==> config.mk <==
export PLATFORM = sky130hd
export DESIGN_NAME = qq_dequeue_ctrl
export DESIGN_NICKNAME = d
export VERILOG_FILES = /design/src/rtl/qq_pkg.sv /design/src/rtl/qq_addr_counter.sv /design/src/rtl/qq_dequeue_ctrl.sv
export SDC_FILE = /design/constraint.sdc
export NUM_CORES = 1
export LEC_CHECK = 0
export CAP_MARGIN = 20
export CORE_ASPECT_RATIO = 0.6
export CORE_UTILIZATION = 40
export DETAILED_ROUTE_END_ITERATION = 10
export MAX_ROUTING_LAYER = met4
export PLACE_DENSITY = 0.85
export REMOVE_ABC_BUFFERS = 1
export SLEW_MARGIN = 10
export SYNTH_ARGS = -nofsm -noshare
export SYNTH_HDL_FRONTEND = slang
export SYNTH_HIERARCHICAL = 1
export SYNTH_SLANG_ARGS = --single-unit
==> constraint.sdc <==
create_clock -name clk -period 3.52 [get_ports clk]
set_input_delay 0.528 -clock clk [delete_from_list [all_inputs] [get_ports clk]]
set_output_delay 0.528 -clock clk [all_outputs]
set_load 0.01 [all_outputs]
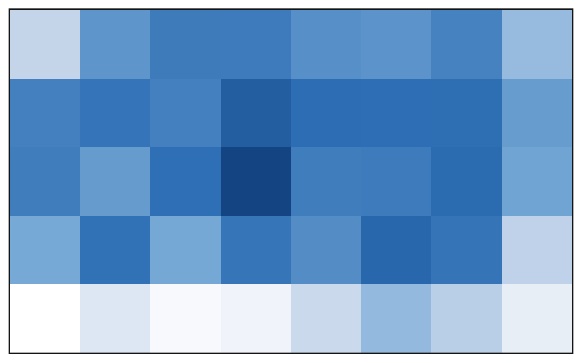
cell_density.png
The die is cut into 8 by 5 equal tiles; white is low, dark blue is high, 0 to 100% covered.
emptiest ninth of the die = bottom left
densest ninth of the die = middle
tiles over 75% full = 13%
fullest tile = 92%
final core utilization: 63.69%
Core ar.: 3701 µm²
Initial Util: 42.36%

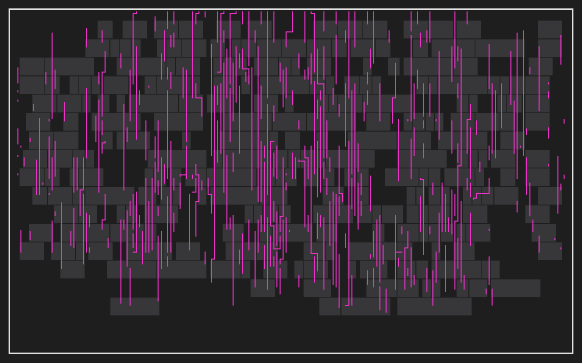
layer_met2.png
Cells faint in the background.
longest straight run = 25.5 µm
share of all routed wire = 44%
main direction = vertical
wire length on this layer = 1,790 µm
nets with wire on the layer = 239
grt met2 use: 30.60%
Vias: 1,550

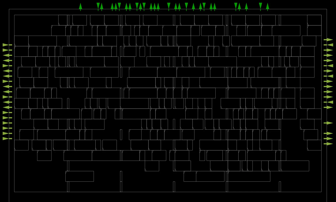
placement.png
fraction of area in registers: 25.48%
flop count: 30
filler instances: 315
tapcells inserted: 47

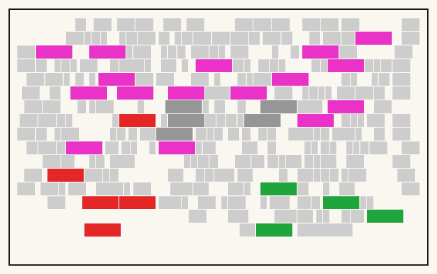
flops_by_reg.png
Other sequential cells in the stronger grey, the rest of the logic in the fainter grey.
out_data -> magenta  # flops 16
cnt_lat_q -> red  # flops 5, where bottom left
u_idx/q -> green  # flops 4, where bottom right
total area of sequential cells: 600.6 µm²
Sequential Power: 0.000366 W

==> flow_summary.json <==
{
  "ctsResizeCount": 0,
  "status": "complete, no violations",
  "ff_type": "dfxtp_1",
  "min_path_cells": 2,
  "most_common_cell": "nand2_1",
  "worst_setup_path_start_kind": "flip-flop",
  "irDropWorstVdd_mv": 0.1962,
  "comb_cells": 156,
  "dp_slack_ns": 0.7836,
  "drv_cap": 0,
  "max_freq_mhz": 332.8,
  "mostFrequentLayoutCell": "clkdlybuf4s50_1",
  "cts_max_path_buffers": 2,
  "log.warning_count": 26,
  "clkSinkCount": 30,
  "yosys-top-cells-count": "nand2_1 (43), dfxtp_1 (30), a21oi_1 (22), and2_1 (16), nor2_1 (11)",
  "ys_chip_area_um2": 1568,
  "ios": 65,
  "ys_types": 38,
  "antenna_cells": 0,
  "top_cell_area_share_pct": 38.31,
  "largest_reg_flops": 16,
  "grt_pass1_wl_mm": 6.741,
  "io_buffers": 64,
  "crit_family": "buffers and inverters",
  "first_iter_violations": 53,
  "drv_slew": 0,
  "clock_buffers": 5,
  "cts_tree": "built",
  "met2_length_mm": 1.794,
  "switchingPower_w": 0.0002058,
  "fin_hold_ws_ns": 0.4543,
  "top_area_cell": "dfxtp_1",
  "syn_area_per_cell_um2": 7.800,
  "p_leak_nw": 0.8655,
  "wl_met3_um": 242,
  "critPathMaxStageDelay_ns": 0.55,
  "finalPower_w": 0.0008367,
  "comb_share_pct": 38.27,
  "synthAdderAreaFrac_pct": 3.192,
  "seq_power_share_pct": 43.8,
  "p_clk_w": 0.000338,
  "final-setup-viol-count": 0,
  "async_flop_share_pct": 0,
  "logic_area_um2": 902.1,
  "power_leader": "sequential cells",
  "grt_overflow": 0,
  "bufAreaShareNonClock_pct": 27.71,
  "pwr_density_cell_nw_per_um2": 355.0,
  "via_per_inst": 4.905,
  "highest_layer": "met4",
  "post_cts.repair.setup_buffers": 0,
  "drtAntennaViolNets": 0,
  "grt_usage_pct": 21.15,
  "synth-seq-cells": 30,
  "ys_sh_aoi_pct": 15.48,
  "yosys_warnings": 6,
  "dp_hpwl_mm": 3.136,
  "placed_cell_area_um2": 2243,
  "wl_met1_mm": 2.028,
  "hold_class": "flip-flop to flip-flop",
  "combPwrFrac_pct": 15.8,
  "rows": 17,
  "buffers": 66,
  "crit_chain": "or3_4 -> or2_4 -> inv_1 -> nand2_1 -> o21ai_0 -> clkdlybuf4s50_1",
  "relSlewSlack_pct": 53.81,
  "cp_num_buf_inv": 2,
  "path_clk_slew_ns": 0.07,
  "finalInstanceArea_um2": 2357,
  "inv_count": 9,
  "die_h_um": 50.50
}
No activity file was given, so power comes from the tool's default toggle rates.
